### Register map, names as in the netlist

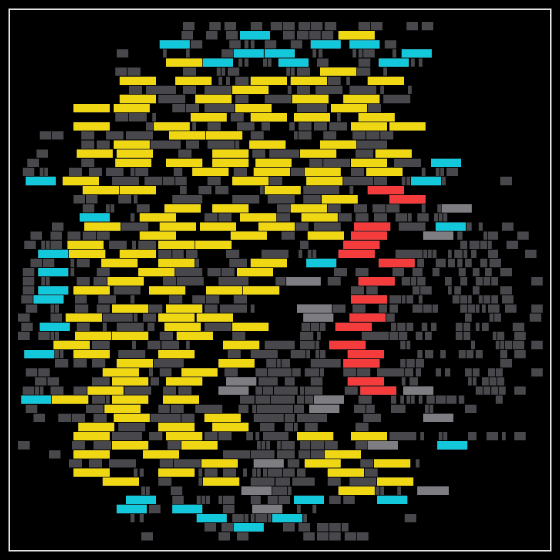
### Signal wires on met1

Bar = 50 µm.
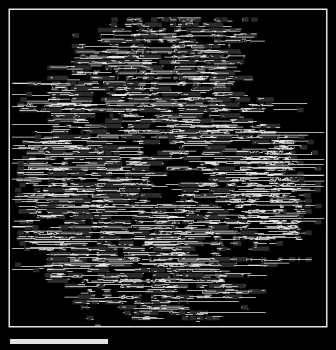
$ cat config.mk
export PLATFORM = sky130hd
export DESIGN_NAME = wb_stage
export DESIGN_NICKNAME = d
export VERILOG_FILES = /design/src/rtl/wb_stage.sv
export SDC_FILE = /design/constraint.sdc
export NUM_CORES = 1
export LEC_CHECK = 0
export CAP_MARGIN = 30
export CORE_MARGIN = 2
export CORE_UTILIZATION = 40
export CTS_BUF_LIST = sky130_fd_sc_hd__clkbuf_16
export DETAILED_ROUTE_END_ITERATION = 10
export PLACE_DENSITY = 0.71
export SLEW_MARGIN = 30
export SYNTH_ARGS = -nofsm -noshare
export SYNTH_HDL_FRONTEND = slang
export SYNTH_SLANG_ARGS = --single-unit
$ cat constraint.sdc
create_clock -name clk -period 5.7 [get_ports clk]
set_clock_uncertainty 0.2 [all_clocks]
set_input_delay 0.57 -clock clk [delete_from_list [all_inputs] [get_ports clk]]
set_output_delay 0.57 -clock clk [all_outputs]
set_load 0.005 [all_outputs]
$ cat src/rtl/wb_stage.sv
// Writeback stage: merges load and ALU results into an ordered FIFO and
// drains one entry per cycle onto the register-file write port.
`timescale 1ns/1ps
module wb_stage #(
  parameter int unsigned DEPTH  = 4,
  parameter int unsigned DATA_W = 32,
  parameter int unsigned ADDR_W = 4
) (
  input  logic                       clk,
  input  logic                       rst,
  input  logic                       mem_valid,
  output logic                       mem_ready,
  input  logic [ADDR_W-1:0]          mem_addr,
  input  logic [DATA_W-1:0]          mem_data,
  input  logic                       alu_valid,
  output logic                       alu_ready,
  input  logic [ADDR_W-1:0]          alu_addr,
  input  logic [DATA_W-1:0]          alu_data,
  output logic [ADDR_W-1:0]          wr_addr,
  output logic [DATA_W-1:0]          wr_data,
  output logic                       wr_we_n,
  output logic [(2**ADDR_W)-1:0]     pending,
  output logic [$clog2(DEPTH):0]     count,
  output logic                       empty
);

  localparam int unsigned PTR_W = $clog2(DEPTH);
  localparam int unsigned CNT_W = PTR_W + 1;

  logic [ADDR_W-1:0] addr_q [DEPTH];
  logic [DATA_W-1:0] data_q [DEPTH];
  logic [DEPTH-1:0]  vld_q;
  logic [PTR_W-1:0]  wptr;
  logic [PTR_W-1:0]  rptr;
  logic [PTR_W-1:0]  alu_slot;
  logic [CNT_W-1:0]  free;
  logic              push_mem;
  logic              push_alu;
  logic              pop;

  // Acceptance from pre-edge occupancy; the load path claims the first free slot.
  always_comb begin
    free      = CNT_W'(DEPTH) - count;
    mem_ready = (free >= CNT_W'(1));
    alu_ready = (free >= CNT_W'(2)) || ((free >= CNT_W'(1)) && !mem_valid);
    push_mem  = mem_valid && mem_ready;
    push_alu  = alu_valid && alu_ready;
    pop       = (count != '0);
    alu_slot  = wptr + PTR_W'(push_mem);
    empty     = (count == '0) && wr_we_n;
  end

  // Entry payload storage; validity is tracked separately so no reset is needed here.
  always_ff @(posedge clk) begin
    if (push_mem) begin
      addr_q[wptr] <= mem_addr;
      data_q[wptr] <= mem_data;
    end
    if (push_alu) begin
      addr_q[alu_slot] <= alu_addr;
      data_q[alu_slot] <= alu_data;
    end
  end

  // Pointers, occupancy, entry valid bits and the registered write port.
  always_ff @(posedge clk or posedge rst) begin
    if (rst) begin
      wptr    <= '0;
      rptr    <= '0;
      count   <= '0;
      vld_q   <= '0;
      wr_addr <= '0;
      wr_data <= '0;
      wr_we_n <= 1'b1;
    end else begin
      if (pop) begin
        vld_q[rptr] <= 1'b0;
        wr_addr     <= addr_q[rptr];
        wr_data     <= data_q[rptr];
        rptr        <= rptr + PTR_W'(1);
      end
      wr_we_n <= !pop;
      if (push_mem) vld_q[wptr]     <= 1'b1;
      if (push_alu) vld_q[alu_slot] <= 1'b1;
      wptr  <= wptr + PTR_W'(push_mem) + PTR_W'(push_alu);
      count <= count + CNT_W'(push_mem) + CNT_W'(push_alu) - CNT_W'(pop);
    end
  end

  // Hazard bitmap: every queued destination plus the one on the write port.
  always_comb begin
    pending = '0;
    for (int unsigned i = 0; i < DEPTH; i++) begin
      if (vld_q[i]) pending[addr_q[i]] = 1'b1;
    end
    if (!wr_we_n) pending[wr_addr] = 1'b1;
  end

endmodule

==> impl_metrics.csv <==
group,metric,value,unit
grt,grt_overflow,0,
min_path,min_path_cells,2,
final_timing,layout_setup_ws,1.28,ns
grt,antenna_found_initial,3,
grt,grt.total_usage,0.186,
final_timing,hold_viol_final,0,
critical_path,cp_max_fo,23,
critical_path,cp_slowest_cell,"a211o_2",
die,die_w,161,µm
synthesis,ys_seq_share,0.559,
final_timing,setup_tns,0,ns
synthesis,synth.distinct_cells,49,
final_layout,diodes,0,
drt,drt_iter0_drc,375,
min_path,min_from,"wr_data[19]$_DFFE_PP0N_",
final_timing,finalSetupViolCount,0,
final_timing,slew_headroom,0.441,
critical_path,crit_path_end,"data_q[0][5]$_DFFE_PP_",
critical_path,cp_data_required_time,5.68,ns
clock_network,cts_tree,"yes",
place,hpwl,14.7,mm
status,status,"complete, no violations",
critical_path,reg2reg_depth,11,
critical_path,r2r_end,"data_q[0][5]$_DFFE_PP_",
final_layout,drive_gt1_frac,0.242,
place,place_inst,1126,
die,io-pin-count,135,
final_timing,period_needed,4.42,ns
critical_path,max_stage_delay,0.68,ns
critical_path,crit_type,"reg -> reg",
die,core,24300,µm²
synthesis,ys_cells,700,
power_and_ir_drop,p_leak,4.45,nW
final_timing,period_used_share,0.776,
die,dieArea,26000,µm²
critical_path,r2r_slack,1.28,ns
drt,drt_first_pass_iters,6,
synthesis,synth_area,9890,µm²
final_timing,grt_setup_unrepaired,"false",
clock_network,clock_latency,0.43,ns
critical_path,worstPathCellList,"inv_1, ha_1, ha_2, or4b_1, nand2_1, inv_1, ha_1, xor2_1, a211o_2, buf_4, mux2_2",
critical_path,cp_num_cells,11,
clock_network,clk_pin_slew,0.07,ns
die,fp-row-count,57,
synthesis,synth.avg_cell_area,14.1,µm²
synthesis,ys_ff,192,
final_timing,worstMarginPinSlew,0.839,ns
clock_network,cts_htree_levels,4,
critical_path,start_kind,"register",
synthesis,synth_chip_area,9890,µm²
die,die_height,161,µm
grt,grt_max_degree,49,
place,place_congestion,0.883,
clock_network,cts-buffers-inserted,17,
clock_network,post_cts_resized,0,
drt,wl_per_cell,20.3,µm
power_and_ir_drop,p_total,0.00718,W
drt,ant_nets,0,
die,fp_util,0.407,
min_path,min_path_type,"reg -> reg",
critical_path,cp-startpoint,"count[0]$_DFF_PP0_",
critical_path,path_delay_family,"adder cells",
drt,route.detailed.drc,0,
clock_network,ctsLongestPathBuffers,2,
flow_run,tool_warnings,31,
clock_network,post_cts_buffers,0,
final_layout,stdcell_count,1158,
critical_path,regToRegStartpoint,"count[0]$_DFF_PP0_",
Notes on 'Register map, names as in the netlist' above:
| colour | netlist name | placed flops |
|---|---|---|
| yellow | data_q | 128 |
| red | addr_q | 16 |
| cyan | wr_data | 32 |
not coloured: 16
sequential power: 0.00290 W
Flop area: 5530 µm²
Final Core Density: 0.497
sequential share of cell area: 0.458

Notes on 'Signal wires on met1' above:
nets with wire on the layer: 836
share of all routed wire: 44%
main direction: horizontal
wire length on this layer: 10,200 µm
longest straight run: 45.1 µm
GR Util met1: 0.242
Vias: 6,165

-- power by group --
part           internal (W)  switching [W]
sequential          0.00241       0.000485
clock              0.000637       0.000512
combinational       0.00161        0.00152
total               0.00466        0.00251
-- routing by layer --
layer	share of wire	vias to the layer above	global-route usage
met2	0.49	176	0.318
met5	0.0012	-	0
met3	0.051	40	0.0401
met1	0.44	3069	0.242
met4	0.018	4	0.0515
li1	-	2876	-
-- cells in the mapped netlist (4+ instances only) --
cell	instances	area (µm²)
nor3_1	9	45.0
buf_2	9	45.0
buf_4	9	67.6
dfrtp_1	47	1180
o22ai_1	20	125
or3_1	9	56.3
a32oi_1	4	35.0
nand3b_1	11	82.6
nand2_1	118	443
mux2_2	91	1020
nand2b_1	20	125
mux2_4	18	270
ha_1	11	138
edfxtp_1	144	4320
mux4_2	36	811
clkbuf_1	15	56.3
mux2_1	36	405
inv_1	17	63.8
buf_6	5	56.3
nand3_1	8	40.0
nand4_1	4	25.0
nor2_1	14	52.6
-- flip-flops by register name (all words and copies together), names as in the netlist --
| register | count |
|---|---|
| data_q | 128 |
| wr_data | 32 |
| addr_q | 16 |
| vld_q | 4 |
| wr_addr | 4 |
| count | 3 |
| rptr | 2 |
| wptr | 2 |
| wr_we_n | 1 |
-- area by class of cell --
type | count | area, µm²
sequential | 192 | 5530
multi-input combinational | 450 | 4110
inverter | 17 | 63.8
timing repair buffer | 143 | 1410
clock inverter | 15 | 130
fill | 2063 | 12200
clock buffer | 17 | 425
tap | 324 | 405
-- kinds of logic after synthesis --
logic type | count (synthesis) | synth area share
muxes | 181 | 0.254
adders and majority gates | 13 | 0.0180
DFF | 192 | 0.559
and+or+nand+nor | 212 | 0.104
buffers and inverters | 58 | 0.0304
xor gates and xnor gates | 6 | 0.00608
AOI/OAI and AO/OA | 38 | 0.0287
Power is estimated from default activity; no workload was simulated.
